**src/rtl/noc_pkg.sv**
```systemverilog
// Shared NoC router constants: port indices, request-vector bit positions
// and the input-buffer state encoding.
package noc_pkg;

   localparam int unsigned PORT_LOCAL = 1;
   localparam int unsigned PORT_NORTH = 2;
   localparam int unsigned PORT_SOUTH = 3;
   localparam int unsigned PORT_EAST  = 4;
   localparam int unsigned PORT_WEST  = 5;

   localparam int unsigned REQ_LOCAL = 0;
   localparam int unsigned REQ_NORTH = 1;
   localparam int unsigned REQ_SOUTH = 2;
   localparam int unsigned REQ_EAST  = 3;
   localparam int unsigned REQ_WEST  = 4;
   localparam int unsigned REQ_W     = 5;

   typedef enum logic [1:0] {
      IDLE,
      ROUTE,
      REQ
   } ibuf_state_e;

   function automatic logic req_hit(
      input logic [REQ_W-1:0] g,
      input logic [REQ_W-1:0] r
   );
      return |(g & r);
   endfunction

endpackage

```
**src/rtl/ibuf_fifo.sv**
```systemverilog
// Input-buffer storage: circular array with read/write pointers and count.
// A push is refused at full even when a pop happens in the same cycle.
module ibuf_fifo #(
   parameter  int unsigned WIDTH = 32,
   parameter  int unsigned DEPTH = 4,
   localparam int unsigned AW    = $clog2(DEPTH)
) (
   input  logic             clk,
   input  logic             rst,
   input  logic             push_i,
   input  logic             pop_i,
   input  logic [WIDTH-1:0] wdata_i,
   output logic [WIDTH-1:0] head_o,
   output logic             full_o,
   output logic             empty_o,
   output logic [AW:0]      count_o
);

   logic [WIDTH-1:0] mem_q [DEPTH];
   logic [AW-1:0]    wr_ptr_q;
   logic [AW-1:0]    rd_ptr_q;
   logic [AW:0]      count_q;
   logic             do_push;
   logic             do_pop;

   assign full_o  = (count_q == (AW+1)'(DEPTH));
   assign empty_o = (count_q == '0);
   assign do_push = push_i && !full_o;
   assign do_pop  = pop_i && !empty_o;
   assign head_o  = mem_q[rd_ptr_q];
   assign count_o = count_q;

   always_ff @(posedge clk or posedge rst) begin
      if (rst) begin
         wr_ptr_q <= '0;
         rd_ptr_q <= '0;
         count_q  <= '0;
      end else begin
         if (do_push) wr_ptr_q <= wr_ptr_q + 1'b1;
         if (do_pop)  rd_ptr_q <= rd_ptr_q + 1'b1;
         count_q <= count_q + (AW+1)'(do_push) - (AW+1)'(do_pop);
      end
   end

   // Storage needs no reset: empty entries are never observed.
   always_ff @(posedge clk) begin
      if (do_push) mem_q[wr_ptr_q] <= wdata_i;
   end

endmodule

```
**src/rtl/input_port_buffer.sv**
```systemverilog
// NoC router input port: FIFO plus route-request FSM toward the arbiters.
// Optional IBUF_OCCUPANCY_EN adds occupancy and full_stall_count outputs.
module input_port_buffer
   import noc_pkg::*;
#(
   parameter  int unsigned address_length = 16,
   parameter  int unsigned payload_length = 16,
   parameter  int unsigned depth          = 4,
   localparam int unsigned FW = payload_length + address_length,
   localparam int unsigned CW = $clog2(depth) + 1
) (
   input  logic                      clk,
   input  logic                      rst,
   input  logic                      in_valid,
   input  logic [FW-1:0]             in_flit,
   output logic                      in_ready,
   output logic [address_length-1:0] head_address,
   input  logic [REQ_W-1:0]          route_request_vector,
   input  logic [address_length-1:0] route_next_address,
   output logic [REQ_W-1:0]          request,
   input  logic [REQ_W-1:0]          grant,
   output logic                      out_valid,
   output logic [FW-1:0]             out_flit
`ifdef IBUF_OCCUPANCY_EN
   ,
   output logic [CW-1:0]             occupancy,
   output logic [15:0]               full_stall_count
`endif
);

   logic                      full;
   logic                      empty;
   logic [FW-1:0]             head;
   logic [CW-1:0]             count;
   logic                      push;
   logic                      pop;

   ibuf_state_e               state_q;
   logic [REQ_W-1:0]          req_q;
   logic [address_length-1:0] addr_q;
   logic [REQ_W-1:0]          request_q;
   logic                      out_valid_q;
   logic [FW-1:0]             out_flit_q;

   assign in_ready     = !full && !rst;
   assign push         = in_valid && in_ready;
   assign pop          = (state_q == REQ) && req_hit(grant, req_q);
   assign head_address = empty ? '0 : head[address_length-1:0];
   assign request      = request_q;
   assign out_valid    = out_valid_q;
   assign out_flit     = out_flit_q;

   ibuf_fifo #(
      .WIDTH (FW),
      .DEPTH (depth)
   ) u_fifo (
      .clk     (clk),
      .rst     (rst),
      .push_i  (push),
      .pop_i   (pop),
      .wdata_i (in_flit),
      .head_o  (head),
      .full_o  (full),
      .empty_o (empty),
      .count_o (count)
   );

   always_ff @(posedge clk or posedge rst) begin
      if (rst) begin
         state_q     <= IDLE;
         req_q       <= '0;
         addr_q      <= '0;
         request_q   <= '0;
         out_valid_q <= 1'b0;
         out_flit_q  <= '0;
      end else begin
         out_valid_q <= 1'b0;
         unique case (state_q)
            IDLE: begin
               if (!empty) state_q <= ROUTE;
            end
            ROUTE: begin
               req_q     <= route_request_vector;
               addr_q    <= route_next_address;
               request_q <= route_request_vector;
               state_q   <= REQ;
            end
            REQ: begin
               if (pop) begin
                  request_q   <= '0;
                  out_valid_q <= 1'b1;
                  out_flit_q  <= {head[FW-1:address_length], addr_q};
                  // Re-route if anything is left once the head is gone.
                  state_q     <= (count > CW'(1) || push) ? ROUTE : IDLE;
               end
            end
            default: state_q <= IDLE;
         endcase
      end
   end

`ifdef IBUF_OCCUPANCY_EN
   logic [15:0] stall_q;
   logic [15:0] stall_d;

   always_comb begin
      stall_d = stall_q;
      if (in_valid && !in_ready && stall_q != 16'hFFFF)
         stall_d = stall_q + 16'd1;
   end

   always_ff @(posedge clk or posedge rst) begin
      if (rst) stall_q <= '0;
      else     stall_q <= stall_d;
   end

   assign occupancy        = count;
   assign full_stall_count = stall_q;
`endif

endmodule

```
**config.mk**
```make
export PLATFORM = sky130hd
export DESIGN_NAME = input_port_buffer
export DESIGN_NICKNAME = d
export VERILOG_FILES = /design/src/rtl/noc_pkg.sv /design/src/rtl/ibuf_fifo.sv /design/src/rtl/input_port_buffer.sv
export SDC_FILE = /design/constraint.sdc
export NUM_CORES = 1
export LEC_CHECK = 0
export ABC_CLOCK_PERIOD_IN_PS = 2160
export CAP_MARGIN = 20
export CORE_ASPECT_RATIO = 1.25
export CORE_MARGIN = 2
export CORE_UTILIZATION = 48
export CTS_CLUSTER_DIAMETER = 30
export DETAILED_ROUTE_END_ITERATION = 16
export MAX_ROUTING_LAYER = met4
export PLACE_DENSITY_LB_ADDON = 0.1
export SYNTH_ARGS = -nofsm -noshare
export SYNTH_HDL_FRONTEND = slang
export SYNTH_SLANG_ARGS = --single-unit
```
**constraint.sdc**
```tcl
create_clock -name clk -period 2.16 [get_ports clk]
set_input_delay 0.216 -clock clk [delete_from_list [all_inputs] [get_ports clk]]
set_output_delay 0.216 -clock clk [all_outputs]
set_load 0.05 [all_outputs]
```
layer_met3.png
Scale bar: 20 um.
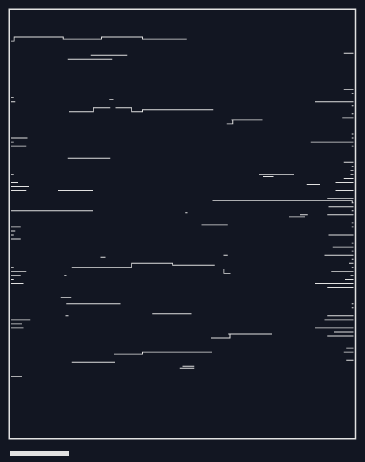
The longest straight run is 46.9 um. 87 nets have wire on it. The layer holds 5.1% of the routed length. The layer carries 714 um of wire.
Via Count: 4,053
drt total wl: 14,100 um
met3 usage: 5.28%

==> job_summary.md <==
### Yosys + OpenROAD results

| Metric | Value |
|---|---|
| Final hold slack | 315 ps |
| Worst-path cell chain | a222oi_1 > buf_4 > a211oi_4 > ha_1 > inv_2 > ha_4 > inv_2 > fa_2 > inv_2 |
| CTS tree | built |
| Pwr/cell area | about 1600 mW/mm2 |
| EDFF count, synth | 128 |
| Static leakage | 3.75 nW |
| Synth Flop Type | edfxtp_1 |
| Critical path buffers and inverters | 4 |
| Post-DP HPWL | 8840 um |
| Via/cell ratio | 5.11 |
| Drt pass-1 iters | 4 |
| Layout fillers | between 1,000 and 1,500 |
| Area leader, netlist | edfxtp_1 |
| Critical-path maximum fanout | 2 |
| Core ar. | 0.0154 mm2 |
| Startpoint types | flop |
| Non-filler cells, final | slightly below 800 |
| Synth Net Count | 489 |
| Worst-case clock buffer depth | 2 |
| DRC violations left | 0 |
| I/O pin count | 116 |
| Final setup fails | 0 |
| Clk slew on worst S/H paths | 70 ps |
| # Cells Yosys | between 400 and 500 |
| Fin nets | ~640 |
| Critical Path AT | roughly 2400 ps |
| Post-Syn Instances | 420 |
| Synth Seq Share | 73.6% |
| Crit-path slowest cell | fa_2 |
| Initial core utilization | 48.8% |
| Antenna diodes | 0 |
| GRT Residual Overflow | 0 |
| Final hold vios | 0 |
| Placed insts | 753 |
| Max Clk Rate | 472 MHz |
| GRT Total Usage | 18.3% |
| Slew HR | about two fifths |
| Area share, top type | about half |
| Yosys synthesis chip area | 0.00754 mm2 |
| Worst-margin pin slew | just under 900 ps |
| Htree depth | 4 |
| CTS Hold Bufs | 0 |
| Gp weighted congestion | roughly 0.81 |
| Largest net degree at the start of global routing | 69 |
| Fin. max-slew vios | 0 |
| CP max stage delay | 520 ps |
| Synthesized flop and latch total | 196 |
| CP required | 2490 ps |
| Unique cell types | 32 |
| Via count of the first global-routing pass | 4,212 |
| Post-DRT Antenna Nets | 0 |
| Number of antenna violations at the first check in global routing | 0 |
| IO Port Bufs | 115 |
| Peak supply drop | 1.04 mV |
| Initial DRC count | 205 |
| Min Tclk post-route | 2120 ps |
| WL per Instance | 17.8 um |
| Worst hold-check path type | in2reg |
| Commonest Layout Cell | edfxtp_1 |
| Status | finished clean |
| CP Class | reg2reg |
| CP delay by family, top | adder cells |
layer_met2.png
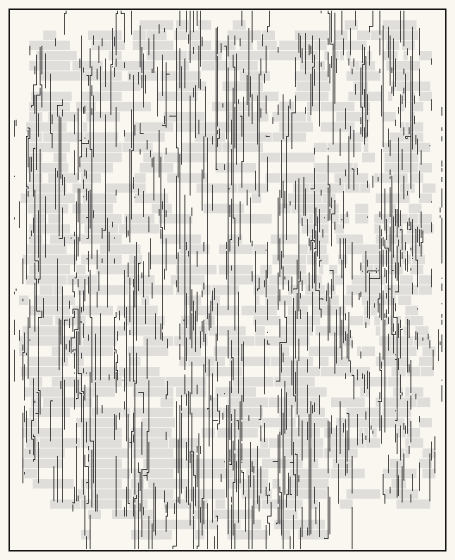
The wires run mostly vertical. The longest straight run is 64.6 um. The layer carries 7,300 um of wire. 573 nets have wire on it.
global-route met2 utilization: 30.6%

==> per-stage QoR <==
| step | setup slack, ps | instance area, um2 | utilization, % | power, mW |
|---|---|---|---|---|
| floorplan | -159 | 7570 | - | 9.99 |
| global placement | -302 | 9160 | 59.3 | 12.1 |
| detailed placement | -351 | 9160 | 59.3 | 12.2 |
| CTS | 5.88 | 9820 | 63.6 | 15.6 |
| global route | -16.6 | 9880 | 64.0 | 16.3 |
| finish | 40.4 | 9880 | 64.0 | 15.5 |
==> registers in the layout, indices dropped and copies added (netlist names) <==
name,count
out_flit,32
request,5
state_q,2
u_fifo.rd_ptr_q,2
req_q,5
out_valid,1
addr_q,16
u_fifo.mem_q,128
u_fifo.wr_ptr_q,2
u_fifo.count_o,3
==> power by group <==
part,internal [mW],switching [mW],leakage (nW)
logic,2.94,3.95,1.48
clock network,1.84,1.36,0.289
registers,4.95,0.472,1.98
total,9.73,5.78,3.75
==> metal layers <==
metal / wire length, um / up-vias / GRT usage (%)
li1: - / 1857 / -
met1: 5930 / 2058 / 21.8
met2: 7300 / 126 / 30.6
met3: 713 / 12 / 5.28
met4: 156 / 0 / 5.45
met5: 0 / - / -
==> repair_timing <==
item                       CTS  global route
gates cloned                 1             0
pin swaps                    1             4
resized                      4             6
setup endpoints to repair   13            14
setup buffers                2             5
==> synth_stat cells (2+ instances only) <==
cell type,count
a21oi_1,6
and2_1,4
buf_2,5
buf_6,3
clkbuf_1,12
dfrtp_1,68
edfxtp_1,128
ha_1,7
inv_1,11
mux2_2,19
mux2_4,14
mux4_2,32
nand2_1,64
nand2b_1,2
nor2_1,5
nor2b_1,17
nor3_1,6
xnor2_1,2
xor2_1,2
==> worst paths after layout <==
path,start,end,slack (ps),cells after the start
setup / recovery,req_q[0]$_DFFE_PP0P_,u_fifo.count_o[1]$_DFF_PP0_,40,9
setup reg to reg,req_q[0]$_DFFE_PP0P_,u_fifo.count_o[1]$_DFF_PP0_,40,9
min in group asynchronous,rst,u_fifo.count_o[2]$_DFF_PP0_,470,3
hold reg to reg,addr_q[7]$_DFFE_PP0P_,addr_q[7]$_DFFE_PP0P_,470,2
hold / removal,route_next_address[1],addr_q[1]$_DFFE_PP0P_,320,3
max in group asynchronous,rst,u_fifo.rd_ptr_q[1]$_DFFE_PP0P_,1020,3
==> worst reg2reg max path: cells and delay by family, from the launching register on <==
kind	cells	cell delay, ps
adder cells (fa/ha/maj)	3	960
flip-flops	1	380
AND-OR/OR-AND	2	370
buffers and inverters	4	320
==> final cells by class <==
class,count,area [um2],share of cell area [%]
Tap cell,212,265,2.68
Inverter,11,45.0,0.456
Multi-Input combinational cell,193,1900,19.2
Clock buffer,18,429,4.34
Sequential cell,196,5550,56.2
Clock inverter,14,173,1.75
Timing Repair Buffer,149,1530,15.4
==> cells by family (layout without fill, tap and decap cells) <==
family,Yosys count,count (layout),synth area share (%)
DFF,196,196,73.6
and+or+nand+nor,100,100,5.93
muxes,65,65,15.2
buffers and inverters,31,192,1.93
AOI/OAI and AO/OA,16,16,1.48
adders and majority gates,8,8,1.43
xor gates and xnor gates,4,4,0.465
Power is estimated from default activity; no workload was simulated.
